--- src/rtl/des_ctrl_pkg.sv ---
// Shared register map and field layout for the design-select controller.
package des_ctrl_pkg;

  // Word index within the 16-byte register window (adr[3:2]).
  typedef enum logic [1:0] {
    RegCtrl = 2'd0,
    RegSel  = 2'd1,
    RegIn   = 2'd2,
    RegOut  = 2'd3
  } reg_idx_e;

  // CTRL bit positions.
  localparam int unsigned CtrlOverride = 0;
  localparam int unsigned CtrlHold     = 1;
  localparam int unsigned CtrlSync     = 2;
  localparam int unsigned CtrlSoftRst  = 3;

  // Field widths.
  localparam int unsigned SelWidth = 6;
  localparam int unsigned PinWidth = 12;

  // Stored CTRL bits; soft_rst is a strobe and is not stored.
  typedef struct packed {
    logic sync;
    logic hold;
    logic override;
  } ctrl_t;

endpackage

--- src/rtl/sync_2ff.sv ---
// Two-flop synchroniser for bringing a bus into the wb_clk_i domain.
module sync_2ff #(
  parameter int unsigned Width = 1
) (
  input  logic             clk_i,
  input  logic             rst_i,
  input  logic [Width-1:0] d_i,
  output logic [Width-1:0] q_o
);

  logic [Width-1:0] meta_q, sync_q;

  // Two-stage capture; only the second stage is consumed.
  always_ff @(posedge clk_i or posedge rst_i) begin
    if (rst_i) begin
      meta_q <= '0;
      sync_q <= '0;
    end else begin
      meta_q <= d_i;
      sync_q <= meta_q;
    end
  end

  assign q_o = sync_q;

endmodule

--- src/rtl/wb_des_ctrl.sv ---
// Wishbone register block selecting and driving one of several user designs.
module wb_des_ctrl
  import des_ctrl_pkg::*;
#(
  parameter logic [31:0] BASE_ADDR  = 32'h3000_0000,
  parameter int unsigned RST_CYCLES = 16
) (
  input  logic        wb_clk_i,
  input  logic        wb_rst_i,
  input  logic        wbs_stb_i,
  input  logic        wbs_cyc_i,
  input  logic        wbs_we_i,
  input  logic [3:0]  wbs_sel_i,
  input  logic [31:0] wbs_adr_i,
  input  logic [31:0] wbs_dat_i,
  output logic        wbs_ack_o,
  output logic [31:0] wbs_dat_o,
  input  logic [5:0]  pin_sel_i,
  input  logic        pin_hold_i,
  input  logic        pin_sync_i,
  input  logic        pin_reset_i,
  input  logic [11:0] pin_in_i,
  input  logic [11:0] des_out_i,
  output logic [5:0]  des_sel_o,
  output logic        des_hold_o,
  output logic        des_sync_o,
  output logic        des_reset_o,
  output logic [11:0] des_in_o
);

  ctrl_t                ctrl_q, ctrl_d;
  logic [SelWidth-1:0]  sel_q, sel_d;
  logic [PinWidth-1:0]  in_q, in_d;
  logic [7:0]           cnt_q, cnt_d;
  logic                 ack_q, ack_d;
  logic [31:0]          dat_q, dat_d;
  logic [PinWidth-1:0]  out_sync;
  logic [31:0]          rdata;
  logic                 hit, req, wr;
  reg_idx_e             idx;
  logic                 unused_bits;

  assign hit = wbs_stb_i & wbs_cyc_i & (wbs_adr_i[31:4] == BASE_ADDR[31:4]);
  // Blocking a request while ack is high guarantees no back-to-back acks.
  assign req = hit & ~ack_q;
  assign wr  = req & wbs_we_i;
  assign idx = reg_idx_e'(wbs_adr_i[3:2]);

  assign unused_bits = ^{wbs_adr_i[1:0], wbs_dat_i[31:12], wbs_sel_i[3:2]};

  sync_2ff #(
    .Width(PinWidth)
  ) u_out_sync (
    .clk_i(wb_clk_i),
    .rst_i(wb_rst_i),
    .d_i  (des_out_i),
    .q_o  (out_sync)
  );

  // Read mux; undefined bits read as zero.
  always_comb begin
    rdata = '0;
    case (idx)
      RegCtrl: rdata = {29'b0, ctrl_q};
      RegSel:  rdata = {{(32 - SelWidth){1'b0}}, sel_q};
      RegIn:   rdata = {{(32 - PinWidth){1'b0}}, in_q};
      RegOut:  rdata = {{(32 - PinWidth){1'b0}}, out_sync};
      default: rdata = '0;
    endcase
  end

  // Register writes, soft-reset counter and bus response next state.
  always_comb begin
    ctrl_d = ctrl_q;
    sel_d  = sel_q;
    in_d   = in_q;
    cnt_d  = (cnt_q != 8'd0) ? cnt_q - 8'd1 : cnt_q;
    ack_d  = req;
    dat_d  = (req && !wbs_we_i) ? rdata : '0;
    if (wr && wbs_sel_i[0]) begin
      case (idx)
        RegCtrl: begin
          ctrl_d.override = wbs_dat_i[CtrlOverride];
          ctrl_d.hold     = wbs_dat_i[CtrlHold];
          ctrl_d.sync     = wbs_dat_i[CtrlSync];
          // Reload even when already counting so the pulse only extends.
          if (wbs_dat_i[CtrlSoftRst]) cnt_d = 8'(RST_CYCLES);
        end
        RegSel:  sel_d = wbs_dat_i[SelWidth-1:0];
        RegIn:   in_d[7:0] = wbs_dat_i[7:0];
        default: ;
      endcase
    end
    if (wr && wbs_sel_i[1] && (idx == RegIn)) in_d[11:8] = wbs_dat_i[11:8];
  end

  // State registers; reset aborts any transaction in flight.
  always_ff @(posedge wb_clk_i or posedge wb_rst_i) begin
    if (wb_rst_i) begin
      ctrl_q <= '0;
      sel_q  <= '0;
      in_q   <= '0;
      cnt_q  <= '0;
      ack_q  <= 1'b0;
      dat_q  <= '0;
    end else begin
      ctrl_q <= ctrl_d;
      sel_q  <= sel_d;
      in_q   <= in_d;
      cnt_q  <= cnt_d;
      ack_q  <= ack_d;
      dat_q  <= dat_d;
    end
  end

  assign wbs_ack_o = ack_q;
  assign wbs_dat_o = dat_q;

  assign des_sel_o   = ctrl_q.override ? sel_q       : pin_sel_i;
  assign des_hold_o  = ctrl_q.override ? ctrl_q.hold : pin_hold_i;
  assign des_sync_o  = ctrl_q.override ? ctrl_q.sync : pin_sync_i;
  assign des_in_o    = ctrl_q.override ? in_q        : pin_in_i;
  assign des_reset_o = pin_reset_i | (cnt_q != 8'd0);

endmodule

--- config.mk ---
export PLATFORM = sky130hd
export DESIGN_NAME = wb_des_ctrl
export DESIGN_NICKNAME = d
export VERILOG_FILES = /design/src/rtl/des_ctrl_pkg.sv /design/src/rtl/sync_2ff.sv /design/src/rtl/wb_des_ctrl.sv
export SDC_FILE = /design/constraint.sdc
export NUM_CORES = 1
export LEC_CHECK = 0
export ABC_CLOCK_PERIOD_IN_PS = 2410
export CAP_MARGIN = 25
export CORE_MARGIN = 10
export CORE_UTILIZATION = 39
export DETAILED_ROUTE_END_ITERATION = 10
export HOLD_SLACK_MARGIN = 0.15
export PLACE_DENSITY = 0.86
export SETUP_SLACK_MARGIN = 0.1
export SLEW_MARGIN = 40
export SYNTH_ARGS = -nofsm -noshare
export SYNTH_HDL_FRONTEND = slang
export SYNTH_SLANG_ARGS = --single-unit
--- constraint.sdc ---
create_clock -name wb_clk_i -period 2.41 [get_ports wb_clk_i]
set_clock_uncertainty 0.1 [all_clocks]
set_input_delay 0.241 -clock wb_clk_i [delete_from_list [all_inputs] [get_ports wb_clk_i]]
set_output_delay 0.241 -clock wb_clk_i [all_outputs]
set_load 0.01 [all_outputs]
Fig. 1: run 1, gate families picked out
(3 px per um)
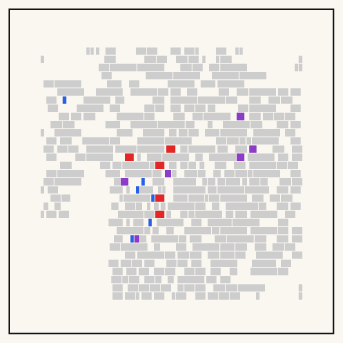
- purple: inverting AOI/OAI gates (cells 6)
- blue: inverters (cells 6; where centre)
- red: XOR/XNOR gates (cells 5; where centre)
combinational share of cell area: 26.6%
count of non-filler cells in the finished layout: 459
most frequent logic cell in the layout: sky130_fd_sc_hd__clkdlybuf4s50_1

Fig. 2: run 1, port wiring
(4 px per um)
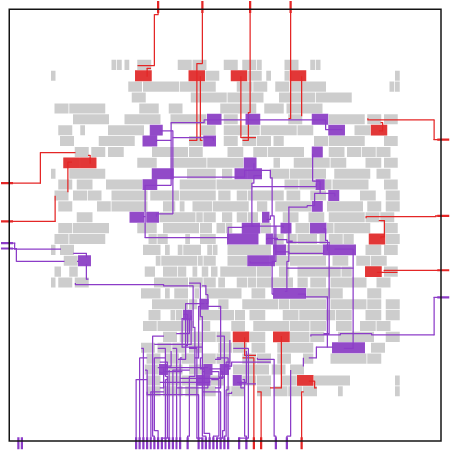
- red: pin_in_i (direction input; edge 4 north, 3 south, 3 east, 2 west; end cells 12; buffers 12; wire 360 um)
- purple: wbs_adr_i (direction input; edge 29 south, 2 west, 1 east; end cells 38; buffers 33; wire 1,410 um)
IO Count: 160
Port Buffer Count: 115

Fig. 3: run 1, signal metal coverage by tile
(3 px per um) The die is cut into 22 by 22 equal tiles; white is low, dark blue is high, scaled to the fullest tile. Values are wire area over tile area, all layers added.
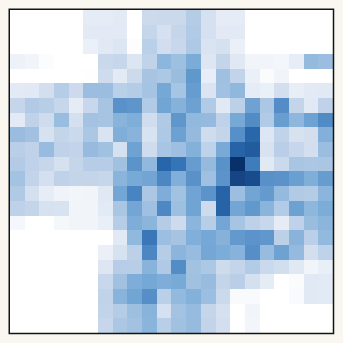
- mean over tiles: 0.12
- nearly empty tiles: 22%
- tiles over half the peak: 14%
per-cell routed wire length: 18.3 um
wire length reported by the detailed router: 8390 um
total via count after detailed routing: 2,174
GRT Util Overall: 14.4%

Fig. 4: run 1, clock wires, drivers and flops
(4 px per um)
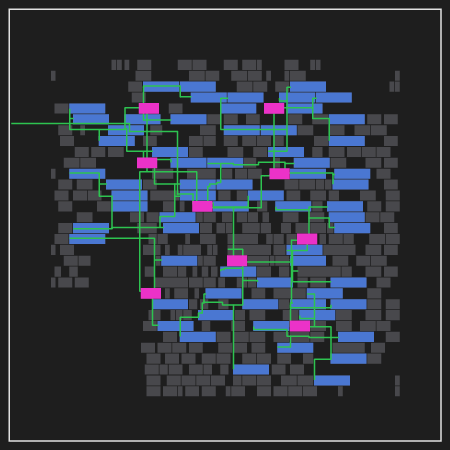
- magenta: cells driving clock nets (count 9)
- green: clock wires (length 800 um)
- blue: flip-flops (count 66)
- routed clock nets: 10
part of the power in the clock network: 42.3%
clock network power consumption: 1.04 mW

==> impl_metrics.toml, run 1 <==
# flow metrics
[status]
run_status = "complete, no violations"

[logic_synthesis]
netlist.top_cell.by_area = "sky130_fd_sc_hd__dfrtp_1"
syn_area_per_cell_sq_um = 13.6
compound_cell_area_share_of_the_yosys_netlist_pct = 1.38
synth-main-ff-cell = "sky130_fd_sc_hd__dfrtp_1"
count_of_library_flops_with_an_enable_pin = 0
synthDominantCellAreaShare_pct = 55.2
ys_chip_area_sq_mm = 0.00299
synth_cell_types = 37
synth-cells-yosys = 220
syn-cell-area_sq_mm = 0.00299
postSynthRegisterBits = 66
synthTopCellsByArea = "sky130_fd_sc_hd__dfrtp_1 55%, sky130_fd_sc_hd__mux2_2 17%, sky130_fd_sc_hd__buf_4 5.0%"
post_synth_xor_area_fraction_pct = 1.46
netlist_logic_family_top = "multiplexers"
postSynth.asyncResetShare_pct = 100
yosys_adder_share_pct = 0.837
muxShareOfSynthArea_pct = 21.5
synth_warnings = 0
syn-instance-count = 220

[clock_network]
ctsRootBufferMaster = "sky130_fd_sc_hd__clkbuf_8"
post_cts_resized = 2
clock_latency_ns = 0.33
worst_case_clock_buffer_depth = 2
cts_buffers = 9
tritoncts = "done"
cts_hold_buf = 0
post-cts-setup-buffers = 1
clock_sinks = 66
h-tree-depth = 3

[detailed_routing]
detailroute.wirelength.met2_um = 4560
ant_nets = 0
route.detailed.vias_per_inst = 4.74
maxUsedRoutingLayer = "met4"
routed-wl-met3_um = 635

[power_and_ir_drop]
power.ir.vdd_worst_mv = 0.264
leakage_nw = 1.97
p_per_area_mw_per_mm2 = 541
fin_total_pwr_mw = 2.46

[critical_path]
timing.critical_path.max_delay_family = "simple AND/OR/NAND/NOR gates"
cp_slowest_stage_delay_ns = 0.57
critical_path_arrival_ns = 1.81
number_of_cell_instances_on_the_worst_register_to_register_path = 6
cp_class = "reg2out"
critPathCaptureType = "output port"
path_cells = "or4_4 > nor4b_4 > nand2b_1 > clkbuf_2"
reg2reg_from = "wbs_ack_o"
timing.critical_path.depth = 4
worstPathMaxFanout = 3
timing.reg2reg.setup_slack_ns = 0.45
reg2reg_capture_point = "in_q[0]"
setup.worst_path.start = "cnt_q[4]"
critical_path_buf_inv_count = 1

[final_layout]
comb_area_sq_mm = 0.00121
sh_seq_area_pct = 36.3
layout.nets = 464
n_all_buffers = 134
nonClockInverterCount = 6
num-clock-buffers = 11
ff_latch_area_sq_mm = 0.00165
largestClassByArea = "registers"
final-clk-cell-share_pct = 4.95
filler_cell_count = 578
drive_gt1_share_pct = 25.0
non_clock_buffer_area_share_pct = 28.9
n_multi_input_combinational_cell = 139
flop_count = 66
area_overhead_vs_synth_pct = 52.0
post-route-util_pct = 61.7

[floorplanning]
rows = 31
tap-cell-count = 99
die_area_sq_mm = 0.0116
dieHeight_um = 108
core_area_sq_mm = 0.00737

[global_route]
groute.layer.met1.usage_pct = 15.0
grt_antenna_before_repair = 0
groute.layer.met3.usage_pct = 4.67
grt_pass1_wl_um = 12900
first_global_vias = 2454
largest_net_degree_at_the_start_of_global_routing = 28

[sta]
timing_max_transition_violations_final = 0
setup_viol_count_final = 0
remaining_max_slew_budget_at_the_tightest_pin_pct = 61.0
share_of_the_clock_period_used_by_the_worst_path_pct = 89.2
achievable-frequency_ghz = 0.465
timing_worst_slew_pin_value_ns = 0.584
timing.final.crit_period_ns = 2.15
grt_setup_unrepaired = "no"

[run]
max-cap-violations = 0
==> run 1: metrics by stage <==
step / setup WS [ns] / setup TNS, ns / cell area [sq um] / std cells / hold slack [ns]
2_1_floorplan: 0.414 / 0 / 3060 / 239 / 0.172
3_3_place_gp: 0.103 / 0 / 4310 / 443 / 0.232
3_5_place_dp: -0.0114 / -0.0206 / 4310 / 443 / 0.235
4_1_cts: 0.110 / 0 / 4550 / 459 / 0.192
5_1_grt: 0.129 / 0 / 4550 / 459 / 0.213
6_report: 0.260 / 0 / 4550 / 459 / 0.190
==> run 1: power by group <==
part | switching [mW] | total (mW) | leakage [nW] | internal, mW
combinational | 0.103 | 0.285 | 1.01 | 0.182
sequential | 0.00530 | 1.13 | 0.842 | 1.13
clock | 0.405 | 1.04 | 0.116 | 0.635
total | 0.513 | 2.46 | 1.97 | 1.95
==> run 2: changes to the inputs <==
--- a/config.mk
+++ b/config.mk
@@ -9,6 +9,7 @@
 export CAP_MARGIN = 25
 export CORE_MARGIN = 10
 export CORE_UTILIZATION = 39
+export CTS_CLUSTER_SIZE = 12
 export DETAILED_ROUTE_END_ITERATION = 10
 export HOLD_SLACK_MARGIN = 0.15
 export PLACE_DENSITY = 0.86
Fig. 5: run 2, gate families picked out
(3 px per um)
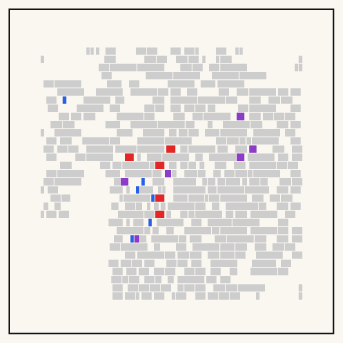
- red: XOR/XNOR gates (cells 5; where centre)
- blue: inverters (cells 6; where centre)
- purple: inverting AOI/OAI gates (cells 6)

==> run 2 against run 1 <==
Net effect:
- clock power about the same
- fmax is the same
- routed wire length unchanged
- cell count unchanged
- global-route usage stayed put
==> impl_metrics.toml, run 2 <==
# flow metrics
[clock_network]
cts_hold_buf = 0
h-tree-depth = 3
tritoncts = "done"
cts_buffers = 9
post-cts-setup-buffers = 1
ctsRootBufferMaster = "sky130_fd_sc_hd__clkbuf_8"
worst_case_clock_buffer_depth = 2
clock_sinks = 66

[critical_path]
path_cells = "or4_4 > nor4b_4 > nand2b_1 > clkbuf_2"
setup.worst_path.start = "cnt_q[4]"
critPathCaptureType = "output port"
timing.critical_path.max_delay_family = "simple AND/OR/NAND/NOR gates"
critical_path_arrival_ns = 1.81
critical_path_buf_inv_count = 1
worstPathMaxFanout = 3
timing.reg2reg.setup_slack_ns = 0.45
timing.critical_path.depth = 4
cp_slowest_stage_delay_ns = 0.57
cp_class = "reg2out"
reg2reg_capture_point = "in_q[0]"
number_of_cell_instances_on_the_worst_register_to_register_path = 6

[logic_synthesis]
synthTopCellsByArea = "sky130_fd_sc_hd__dfrtp_1 55%, sky130_fd_sc_hd__mux2_2 17%, sky130_fd_sc_hd__buf_4 5.0%"
netlist.top_cell.by_area = "sky130_fd_sc_hd__dfrtp_1"
synthDominantCellAreaShare_pct = 55.2
synth_cell_types = 37
synth-main-ff-cell = "sky130_fd_sc_hd__dfrtp_1"
count_of_library_flops_with_an_enable_pin = 0
ys_chip_area_sq_mm = 0.00299
synth_warnings = 0
syn_area_per_cell_sq_um = 13.6
synth-cells-yosys = 220
postSynthRegisterBits = 66
syn-instance-count = 220
postSynth.asyncResetShare_pct = 100

[final_layout]
post_layout_nonfiller_instances = 459
layout.nets = 464
ff_latch_area_sq_mm = 0.00165
layout_top_cell = "sky130_fd_sc_hd__clkdlybuf4s50_1"
comb_area_sq_mm = 0.00121
drive_gt1_share_pct = 25.0

[power_and_ir_drop]
p_per_area_mw_per_mm2 = 541
leakage_nw = 1.97
internal-power_mw = 1.95
comb_power_share_pct = 11.6
switchingPower_mw = 0.513
netSwitchingFraction_pct = 20.9
share_clk_of_total_power_pct = 42.3
power_leader = "registers"
fin_total_pwr_mw = 2.46
seq_power_share_pct = 46.1
power_combinational_mw = 0.285
pwr.group.sequential_mw = 1.13

[placement]
port-buffer-count = 115
placed_cells = 443

[detailed_routing]
maxUsedRoutingLayer = "met4"
detailroute.wirelength.met2_um = 4560
num_vias = 2174
finalWirelength_um = 8390
ant_nets = 0
routed-wl-met3_um = 635

[floorplanning]
rows = 31
core_area_sq_mm = 0.00737
die_area_sq_mm = 0.0116

[sta]
worst_hold_slack_ns = 0.190
fin_ws_ns = 0.260
remaining_max_slew_budget_at_the_tightest_pin_pct = 61.0
timing.final.crit_period_ns = 2.15
timing_worst_slew_pin_value_ns = 0.584
share_of_the_clock_period_used_by_the_worst_path_pct = 89.2

[global_route]
first_global_vias = 2454
grt_pass1_wl_um = 12900
grt.total_usage_pct = 14.4

[run]
max-cap-violations = 0

[status]
run_status = "complete, no violations"
Fig. 6: run 2, clock wires, drivers and flops
(4 px per um)
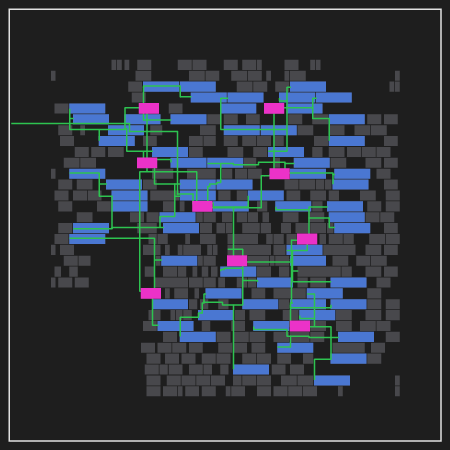
- magenta: cells driving clock nets (count 9)
- blue: flip-flops (count 66)
- green: clock wires (length 800 um)
- routed clock nets: 10
later-pin clock latency in the skew report: 0.33 ns

==> run 2: cell counts after synthesis <==
No cell type changed its count.
==> run 2: cell families (layout without fill, tap and decap cells) <==
group	Yosys count	in the layout	synth area share, %
buffers and inverters	34	155	6.86
adder cells (fa/ha/maj)	2	2	0.837
AND/OR/NAND/NOR	51	51	12.6
multiplexers	55	55	21.5
flip-flops	66	66	55.2
other	1	20	0.125
AND-OR/OR-AND	6	6	1.38
XOR/XNOR	5	5	1.46
==> run 2: final cells by class <==
type,instances,share of cell area (%)
Clock buffer,11,3.33
Inverter,6,0.495
Tap cell,99,2.73
Multi-Input combinational cell,139,26.6
Timing Repair Buffer,134,28.9
Clock inverter,4,1.62
Sequential cell,66,36.3
Power is estimated from default activity; no workload was simulated.
